placed.png
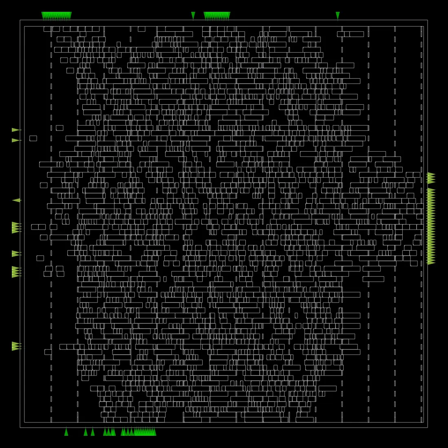
sizing.png
The bar under the picture is 50 um long.
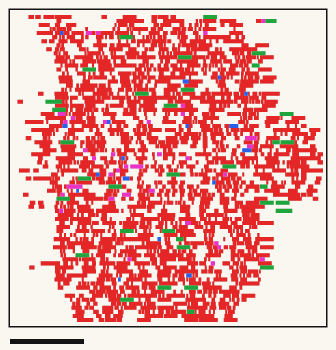
m3.png
The bar under the picture is 50 um long.
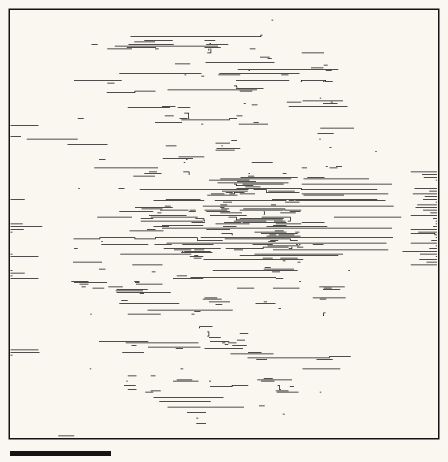
m4.png
Supply wires on this layer in grey.
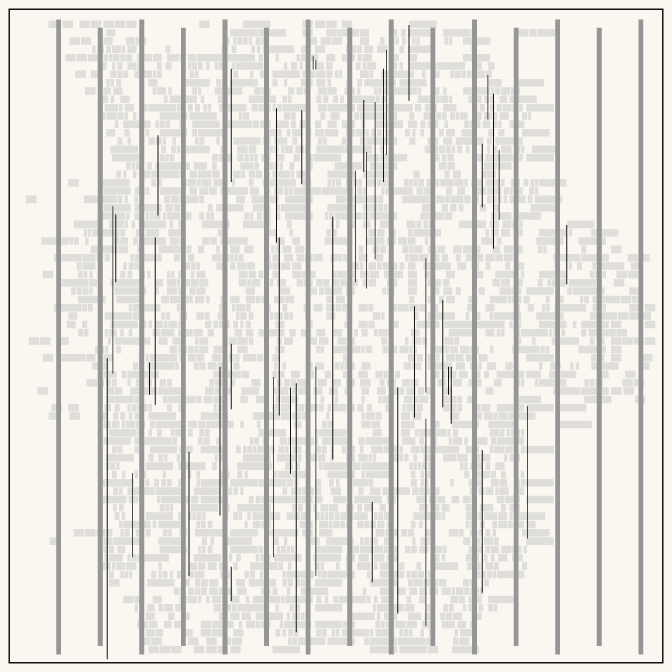
## src/rtl/rv_muldiv.sv

```systemverilog
// Iterative RV32M/RV64M multiply/divide unit: shift-add multiply, restoring divide,
// XLEN iterations plus one sign-fix cycle, single-cycle done pulse.
module rv_muldiv #(
  parameter int unsigned XLEN = 32
) (
  input  logic            clk,
  input  logic            rst,
  input  logic            start,
  input  logic [2:0]      funct3,
  input  logic [XLEN-1:0] op_a,
  input  logic [XLEN-1:0] op_b,
  output logic            busy,
  output logic            done,
  output logic [XLEN-1:0] result
);

  localparam int unsigned CW = $clog2(XLEN + 1);

  localparam logic [2:0] F_MUL    = 3'b000;
  localparam logic [2:0] F_MULH   = 3'b001;
  localparam logic [2:0] F_MULHSU = 3'b010;
  localparam logic [2:0] F_DIV    = 3'b100;
  localparam logic [2:0] F_REM    = 3'b110;

  typedef enum logic [1:0] {
    S_IDLE = 2'd0,
    S_CALC = 2'd1,
    S_FIN  = 2'd2
  } state_t;

  state_t            r_state;
  logic [CW-1:0]     r_cnt;
  logic [2:0]        r_op;
  logic              r_neg;
  logic [XLEN-1:0]   r_a;
  logic [XLEN-1:0]   r_b;
  logic [2*XLEN-1:0] r_acc;
  logic [XLEN-1:0]   r_quo;
  logic [XLEN-1:0]   r_rem;

  logic              w_a_signed;
  logic              w_b_signed;
  logic              w_a_neg;
  logic              w_b_neg;
  logic [XLEN-1:0]   w_a_mag;
  logic [XLEN-1:0]   w_b_mag;
  logic              w_neg;
  logic [XLEN:0]     w_msum;
  logic [XLEN:0]     w_shift;
  logic [XLEN:0]     w_diff;
  logic [2*XLEN-1:0] w_prod;
  logic [XLEN-1:0]   w_q;
  logic [XLEN-1:0]   w_r;
  logic [XLEN-1:0]   w_res;

  // Operand magnitudes and final result sign, evaluated at issue
  always_comb begin
    w_a_signed = (funct3 == F_MULH) || (funct3 == F_MULHSU) ||
                 (funct3 == F_DIV)  || (funct3 == F_REM);
    w_b_signed = (funct3 == F_MULH) || (funct3 == F_DIV) || (funct3 == F_REM);
    w_a_neg    = w_a_signed & op_a[XLEN-1];
    w_b_neg    = w_b_signed & op_b[XLEN-1];
    w_a_mag    = w_a_neg ? XLEN'(-op_a) : op_a;
    w_b_mag    = w_b_neg ? XLEN'(-op_b) : op_b;
    if (!funct3[2]) begin
      w_neg = w_a_neg ^ w_b_neg;
    end else if (funct3[1]) begin
      w_neg = w_a_neg;
    end else begin
      // Divide by zero must yield all ones regardless of operand signs
      w_neg = (w_a_neg ^ w_b_neg) & (op_b != '0);
    end
  end

  // One multiply step and one restoring-divide step per CALC cycle
  always_comb begin
    w_msum  = {1'b0, r_acc[2*XLEN-1:XLEN]} + (r_acc[0] ? {1'b0, r_a} : '0);
    w_shift = {r_rem, r_quo[XLEN-1]};
    w_diff  = w_shift - {1'b0, r_b};
  end

  // Sign correction and result selection for the FIN cycle
  always_comb begin
    w_prod = r_neg ? (2*XLEN)'(-r_acc) : r_acc;
    w_q    = r_neg ? XLEN'(-r_quo) : r_quo;
    w_r    = r_neg ? XLEN'(-r_rem) : r_rem;
    case (r_op)
      F_MUL:        w_res = w_prod[XLEN-1:0];
      3'b001,
      3'b010,
      3'b011:       w_res = w_prod[2*XLEN-1:XLEN];
      3'b100,
      3'b101:       w_res = w_q;
      default:      w_res = w_r;
    endcase
  end

  always_ff @(posedge clk or posedge rst) begin
    if (rst) begin
      r_state <= S_IDLE;
      r_cnt   <= '0;
      r_op    <= '0;
      r_neg   <= 1'b0;
      r_a     <= '0;
      r_b     <= '0;
      r_acc   <= '0;
      r_quo   <= '0;
      r_rem   <= '0;
      busy    <= 1'b0;
      done    <= 1'b0;
      result  <= '0;
    end else begin
      done <= 1'b0;
      case (r_state)
        S_IDLE: begin
          if (start) begin
            r_op    <= funct3;
            r_neg   <= w_neg;
            r_a     <= w_a_mag;
            r_b     <= w_b_mag;
            r_acc   <= {{XLEN{1'b0}}, w_b_mag};
            r_quo   <= w_a_mag;
            r_rem   <= '0;
            r_cnt   <= CW'(XLEN);
            busy    <= 1'b1;
            r_state <= S_CALC;
          end
        end
        S_CALC: begin
          if (r_op[2]) begin
            r_rem <= w_diff[XLEN] ? w_shift[XLEN-1:0] : w_diff[XLEN-1:0];
            r_quo <= {r_quo[XLEN-2:0], ~w_diff[XLEN]};
          end else begin
            r_acc <= {w_msum, r_acc[XLEN-1:1]};
          end
          r_cnt <= r_cnt - CW'(1);
          if (r_cnt == CW'(1)) begin
            r_state <= S_FIN;
          end
        end
        S_FIN: begin
          result  <= w_res;
          done    <= 1'b1;
          busy    <= 1'b0;
          r_state <= S_IDLE;
        end
        default: begin
          r_state <= S_IDLE;
          busy    <= 1'b0;
        end
      endcase
    end
  end

endmodule

```

## config.mk

```make
export PLATFORM = sky130hd
export DESIGN_NAME = rv_muldiv
export DESIGN_NICKNAME = d
export VERILOG_FILES = /design/src/rtl/rv_muldiv.sv
export SDC_FILE = /design/constraint.sdc
export NUM_CORES = 1
export LEC_CHECK = 0
export CORE_MARGIN = 2
export CORE_UTILIZATION = 40
export CTS_CLUSTER_SIZE = 24
export DETAILED_ROUTE_END_ITERATION = 10
export PLACE_DENSITY = 0.66
export SLEW_MARGIN = 10
export SYNTH_ARGS = -nofsm -noshare
export SYNTH_HDL_FRONTEND = slang
export SYNTH_SLANG_ARGS = --single-unit
```

## constraint.sdc

```tcl
create_clock -name clk -period 6.85 [get_ports clk]
set_clock_uncertainty 0.05 [all_clocks]
set_input_delay 0.685 -clock clk [delete_from_list [all_inputs] [get_ports clk]]
set_output_delay 0.685 -clock clk [all_outputs]
set_load 0.02 [all_outputs]
```

==> results_slide.txt <==
Synthesis and Place & Route Summary

Power and ir drop
  – Sw Share: 50.2%
  – Clock share of power: 13.5%
  – Reg power frac: 27.4%
  – Switching pwr: 5440 uW

Setup path
  – CP Launch Point: op_b[7]
  – Max incr delay on CP: 0.90 ns
  – WP buf/inv: 1

Timing
  – Max Fclk: 263 MHz
  – Final period util: 55.6%
  – WHS: 0.424 ns
  – Slew HR: 13.7%
  – Final TNS setup: 0 ns
  – Worst slew pin tran: 1.26 ns
  – RSZ-0062 raised after global routing: false
  – Final setup vio count: 0

Layout
  – Max FFs per register: 64
  – # nets final: 2346
  – Most flops, register: r_acc

Logic synthesis
  – Synthesized area per cell: 8.04 sq um
  – Synth logic family: AND-OR/OR-AND gates
  – Yosys Instances: 2167
  – Largest area contributor in the netlist: dfrtp_1
  – Area leader share: 34.2%
  – Yosys cell types: 71
  – Floorplan Nets: 2310

Run status
  – Status: finished clean

Run
  – MaxCap Viol Count: 0

Floorplanning
  – Chip area: 45300 sq um
  – Initial Utilization: 40.5%

Detailed routing
  – Iteration tally of the first detailed-router pass: 5
  – DRT iter0 DRCs: 1655
  – Via/cell ratio: 5.84

Place
  – Hpwl dp: 42600 um
  – Setup WS pre-CTS: 2.55 ns

Global route
  – Largest net degree at the start of global routing: 174
## Picture notes: placed.png
core area: 43100 sq um
Tapcells: 585
fin cells: 2807

## Picture notes: sizing.png
Key: x1 and smaller = red [cells 2135, share 96%]; x3 and x4 = magenta [cells 35, share 1.6%]; x6 and larger = green [cells 35, share 1.6%]; x2 = blue [cells 17, share 0.77%]
final worst-path setup slack: 3.04 ns
area delta synth->final: 13.7%

## Picture notes: m3.png
The longest straight run is 114 um. The wires run mostly horizontal. The layer carries 4690 um of wire. 273 nets have wire on it. The layer holds 8.4% of the routed length.
Global Route met3 Usage: 4.49%
vias: 16389
WL final: 55600 um

## Picture notes: m4.png
The wires run mostly vertical. The longest straight run is 97.9 um. The layer carries 1670 um of wire.

==> power by group through the flow <==
stage / Combinational, uW / Clock, uW / Sequential, uW
after floorplan: 4690 / 0 / 2590
after global placement: 6110 / 0 / 2940
final: 6390 / 1460 / 2970
after global routing: 7080 / 1540 / 3050
after CTS: 6280 / 1480 / 2940
after detailed placement: 6250 / 0 / 2960
==> layer usage <==
layer,vias to the layer above,track usage (%),routed length (um)
li1,7798,-,-
met1,7829,35.4,25000
met2,666,37.6,24300
met3,96,4.49,4690
met4,0,7.19,1670
met5,-,0,0
==> placed cells by master, fill, tap and decap left out, types with 8 or more instances in the layout <==
cell	instances
a21o_1	20
a21oi_1	119
a221oi_1	12
a31oi_1	19
and2_1	39
buf_4	17
clkbuf_16	27
clkdlybuf4s50_1	103
dfrtp_1	237
ha_1	71
inv_1	69
mux2i_1	31
nand2_1	355
nand2b_1	21
nand3_1	20
nand4_1	12
nor2_1	116
nor2b_1	12
nor3_1	32
nor4_1	23
o211ai_1	12
o21a_1	13
o21ai_0	330
o22ai_1	18
o31ai_1	54
o41ai_1	27
or2_2	8
or3_1	22
or4_1	25
xnor2_1	117
xor2_1	113
==> stage by stage <==
| stage | cells | power, uW |
|---|---|---|
| final | 2807 | 10800 |
| after global routing | 2807 | 11700 |
| after CTS | 2807 | 10700 |
| after detailed placement | 2759 | 9210 |
| after floorplan | 2167 | 7270 |
| after global placement | 2759 | 9050 |
==> synth_stat cells, drive strengths merged (13+ instances only) <==
| master | count |
|---|---|
| or4 | 28 |
| and2 | 39 |
| o21ai | 334 |
| a21oi | 119 |
| nor2 | 118 |
| a21o | 20 |
| ha | 71 |
| nor3 | 33 |
| or3 | 22 |
| nor4 | 23 |
| nand3 | 20 |
| o21a | 13 |
| xnor2 | 117 |
| buf | 15 |
| nand2b | 23 |
| nand4 | 13 |
| xor2 | 113 |
| a31oi | 19 |
| nand2 | 356 |
| dfrtp | 238 |
| o41ai | 29 |
| o22ai | 18 |
| inv | 70 |
| o31ai | 55 |
| mux2i | 31 |
| clkbuf | 99 |
==> area by class of cell <==
| class | instances | area, sq um |
|---|---|---|
| repair buffers | 121 | 1180 |
| flip-flops and latches | 238 | 5960 |
| clock buffers | 38 | 767 |
| well taps | 585 | 732 |
| multi-input cells | 1744 | 10800 |
| fillers | 4185 | 23200 |
| clock inverters | 10 | 118 |
| inverters | 71 | 270 |
==> logic make-up (layout without fill, tap and decap cells) <==
kind of cell,count (synthesis),in the layout
simple gates,716,716
compound gates,693,693
flops,238,238
xor+xnor,230,230
buf+inv,185,240
fa+ha+maj,73,73
mux,32,32
==> worst min-delay path by stage <==
stage                       start       to  slack (ns)  cells after the start
after floorplan           r_a[24]  r_a[24]        0.39                      2
after global placement    r_a[27]  r_a[27]        0.40                      2
after global routing      r_a[10]  r_a[10]        0.45                      2
final                      r_a[2]   r_a[2]        0.42                      2
after CTS                  r_a[2]   r_a[2]        0.43                      2
after detailed placement   r_a[2]   r_a[2]        0.41                      2
Power is estimated from default activity; no workload was simulated.
